### Wiring heat map, run 1

(2 px per um) The die is cut into 21 by 21 equal tiles; dark purple is low, yellow is high, scaled to the fullest tile. Values are wire area over tile area, all layers added.
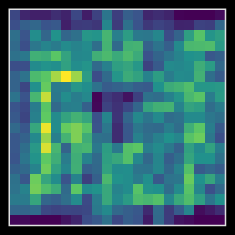
### Selected gate families, run 1

(3 px per um)
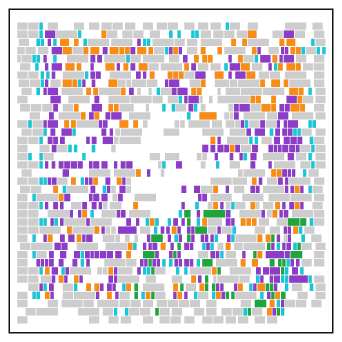
### Signal wires by layer, run 1

(3 px per um) Two of the layers only.
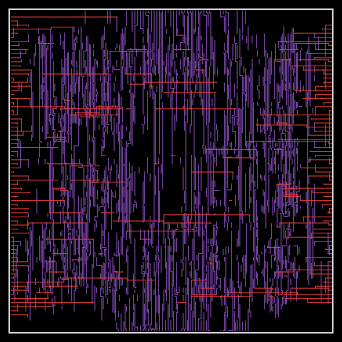
### Placed standard cells, run 1

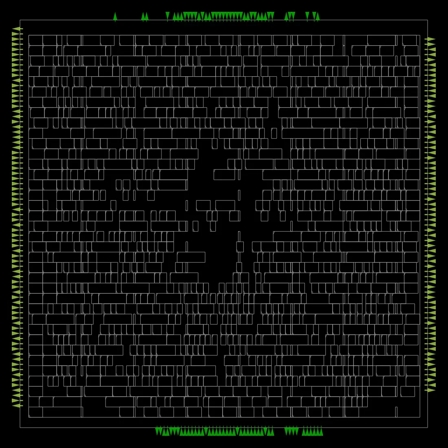
==> config.mk <==
export PLATFORM = sky130hd
export DESIGN_NAME = alu_issue_stage
export DESIGN_NICKNAME = d
export VERILOG_FILES = /design/src/rtl/alu_pkg.sv /design/src/rtl/alu_control.sv /design/src/rtl/alu_issue_stage.sv
export SDC_FILE = /design/constraint.sdc
export NUM_CORES = 1
export LEC_CHECK = 0
export ABC_AREA = 1
export CORE_MARGIN = 2
export CORE_UTILIZATION = 45
export CTS_CLUSTER_DIAMETER = 200
export CTS_CLUSTER_SIZE = 28
export DETAILED_ROUTE_END_ITERATION = 16
export GPL_TIMING_DRIVEN = 0
export PLACE_DENSITY = 0.91
export SYNTH_ARGS = -nofsm -noshare
export SYNTH_HDL_FRONTEND = slang
export SYNTH_SLANG_ARGS = --single-unit
==> constraint.sdc <==
create_clock -name clk -period 3.6 [get_ports clk]
set_clock_uncertainty 0.05 [all_clocks]
set_input_delay 0.72 -clock clk [delete_from_list [all_inputs] [get_ports clk]]
set_output_delay 0.72 -clock clk [all_outputs]
set_load 0.005 [all_outputs]
==> results_slide.txt <==
Implementation Results

Floorplanning
  • Number of primary I/O pins: between 200 and 250
  • Std cell rows: 37
  • Die span in x: 107 um
  • Effective utilization at floorplan: 46.4%
  • Die Span Y: between 100 and 150 um
  • Area of the chip: 11500 um^2

STA
  • Setup TNS: 0 ps
  • RSZ-0062 raised after global routing: no
  • Cycle use final: slightly above 70%
  • Final count of pins violating max slew: 0
  • Final min period: 2600 ps
  • Final setup viols: 0
  • Upper clock frequency limit: 384 MHz
  • Transition time of the tightest slew-check pin: 628 ps
  • Rel. slew slack: between 50% and 60%
  • Final number of hold-violating endpoints: 0

Logic synthesis
  • Synth logic family: simple AND/OR/NAND/NOR gates
  • Largest cells by area: dfxtp_1 31%, nand2_1 12%, inv_1 10%
  • Total cell area reported by yosys after synthesis: between 4000 and 5000 um^2
  • Post-synthesis cell area: 4810 um^2
  • Yosys aoi share: 16.1%
  • Count of instantiated cells in the yosys netlist: 734
  • Dominant cell area share: between 30% and 40%
  • Synth Instances: 734
  • Part of the Yosys area used for sequential elements: 30.8%
  • Total of flip-flops plus latches after synthesis: between 70 and 80
  • Adders+Majority by Area: 0%
  • Syn Area/Cell: 6.55 um^2
  • Xor-xnor portion of the synthesized cell area: 0%
  • Flip-flops with a built-in enable: 0
  • Fraction of the mapped netlist area in simple logic gates: between 30% and 40%
  • Largest area contributor in the synthesized netlist: dfxtp_1
  • Post-synth net total: slightly below 900
  • Synth async-reset ratio: 0%
  • Warnings from Yosys: 0
  • Yosys cell types: 32
  • Area fraction in mux cells: 0%
  • Leading register cell type out of synthesis: dfxtp_1

Power
  • Sequential group power: 0.000893 W
  • Combinational Power: 0.000627 W
  • Total net switching power: 0.000660 W
  • PD cells: 294 nW/um^2
  • Sequential share of power: 41.1%
  • Pint: roughly 0.0015 W
  • Worst vdd rail ir drop: 215 uV
  • Power dissipated in the clock network: 0.000653 W
  • Clock network fraction of design power: 30.1%
  • Highest-power group: registers
  • Switching Fraction: between 30% and 40%
  • Combinational group share of total power: 28.9%
  • Total Power: around 0.0022 W
  • Leakage dissipation: between 3 and 4 nW

Place
  • Dpl cell area: about 7000 um^2
  • Port Buffer Count: 223
  • Detailed-placement wirelength estimate: around 14000 um
  • Global placer's final weighted congestion: 0.965

CTS
  • Post_cts resized: 0
  • Total clock sinks: 74
  • Number of buffers inserted by hold repair at cts: 0
  • Register clock-pin slew on the reported worst setup and hold paths: 90 ps
  • CTS H-Tree Depth: 3
  • Clock tree from TritonCTS: built
  • Clock root cell: clkbuf_8
  • Maximum buffer depth of the clock tree: 2
  • Worst skew pair latency: 350 ps
  • Number of setup buffers added after CTS: 0
  • Number of buffers created by CTS: 9

Worst setup path
  • Critical path type: in2out
  • Cell with the largest stage delay on the worst path: clkdlybuf4s50_1
  • Reg2reg path depth: 8
  • Series of cell instances along the critical path: clkdlybuf4s50_1 > nor2_2 > inv_1 > clkdlybuf4s50_1
  • Kind of end point of the critical path: output port
  • Kind of cell with the highest combined delay on the critical path: buffers and inverters
  • Count of cell instances traversed by the critical path: 4
  • Cell mode on critical path: clkdlybuf4s50_1
  • Required time worst endpoint: 2830 ps
  • Worst endpoint data arrival time: 1830 ps
  • Highest net fanout along the worst path: 2
  • Setup slack of the worst register-to-register path: 1890 ps
  • Critical path buffer and inverter count: 3
  • Startpoint class of the critical path: input pin
  • Delay of the slowest cell on the worst path: 440 ps

Drt
  • DR DRC count: 0
  • Iter 0 DRT Violations: 412
  • First drt pass iteration count: 5
  • Drt via density: 5.16
  • Detail Route Antenna Nets: 0

Global routing
  • GRT overflow: 0
  • Number of antenna violations at the first check in global routing: 0
  • Largest net degree at the start of global routing: 14
  • First-pass GRT wire length: 27700 um
  • Vias in the first global route: 5644

Cells and area
  • Area Overhead vs Synth: 54.0%
  • Net count, final: ~1.1k
  • Layout cells sized above 1: 12.3%
  • Sequential cell area: 1480 um^2
  • Core occupancy in the finished layout: 71.4%
  • Number of antenna cells inserted: 0
  • Final design instance area without fill: 7400 um^2
  • Logic area: 2510 um^2

Outcome
  • Run status: complete, no violations

Job
  • Max Cap Violations: 0
  • Number of warning messages in the logs: 26

Worst hold path
  • Class of the worst hold path: reg2reg
  • Hold path cells: 2
## Picture notes: 'Wiring heat map'
nearly empty tiles: 2.5%
tiles over half the peak: 30%
fullest tile: 0.62
mean over tiles: 0.26
WL/cell: 16.0 um
Total Wirelength: 17800 um

## Picture notes: 'Selected gate families'
[cyan] inverters | cells: 137 | most used: inv_1 | where: widely spread
[green] NOR gates | cells: 41 | most used: nor2_1
[orange] inverting AOI/OAI gates | cells: 136 | most used: a21oi_1 | where: widely spread
[purple] NAND gates | cells: 295 | most used: nand2_1 | where: widely spread
final cell count without fillers: 1109
leading cell type in the layout, fill and taps excluded: clkdlybuf4s50_1
fraction of area in multi-input gates: 34.0%

## Picture notes: 'Signal wires by layer'
[red] met3 | wire length: 1580 um
[purple] met2 | wire length: 8270 um
vias after detailed routing: 5727
total routing resource utilization after global routing: 30.8%

## Picture notes: 'Placed standard cells'
inserted tap cell count: 136
Core Box Area: 10400 um^2
fill cell total of the finished layout: 886

run 1: cell type report:
cell class / instances / share of cell area, %
multi-input combinational: 475 / 34.0
timing repair buffer: 223 / 30.1
sequential: 74 / 20.0
inverter: 137 / 6.94
buffer: 48 / 4.02
tap: 136 / 2.30
clock buffer: 9 / 1.67
clock inverter: 7 / 0.946
run 1: cell usage in the layout, fill, tap and decap left out, drive strengths merged:
master	instances
and2	1
nand2	153
bufinv	1
a31oi	1
clkbuf	21
clkinv	5
nor2	38
dfxtp	74
clkinvlp	1
nand3	108
or2	1
inv	137
a21oi	87
o21ai	47
buf	36
nor3	3
conb	1
nand4	34
o31ai	1
clkdlybuf4s50	223
run 1: layer usage:
layer | track usage, % | up-vias | share of wire, %
li1 | - | 2823 | -
met1 | 37.7 | 2574 | 42
met2 | 53.0 | 293 | 47
met3 | 6.72 | 37 | 8.9
met4 | 11.3 | 0 | 2.9
met5 | 0 | - | 0
run 1: Yosys cell counts, types with 2 or more instances:
cell and count:
nand2_1 152, inv_1 130, nand3_1 80, dfxtp_1 74, a21oi_1 65, o21ai_0 45, nand4_1 34, nor2_1 29
buf_2 26, nand3_2 25, a21oi_2 21, clkbuf_1 12, inv_2 7, nor2_4 6, buf_6 3, nand3_4 3
buf_12 2, buf_4 2, buf_8 2, nor2_2 2, nor3_1 2, o21ai_1 2
run 1: cell families after synthesis:
family	count (synthesis)
other	1
AND/OR/NAND/NOR	338
AND-OR/OR-AND	136
buffers and inverters	185
flip-flops	74
run 1: metrics by stage:
step / setup WS (ps) / cells / hold WS [ps]
2_1_floorplan: 1810 / 734 / 411
3_3_place_gp: 963 / 1093 / 402
3_5_place_dp: 934 / 1093 / 406
4_1_cts: 1000 / 1109 / 418
5_1_grt: 931 / 1109 / 442
6_report: 999 / 1109 / 417
Power and IR drop assume default switching activity.
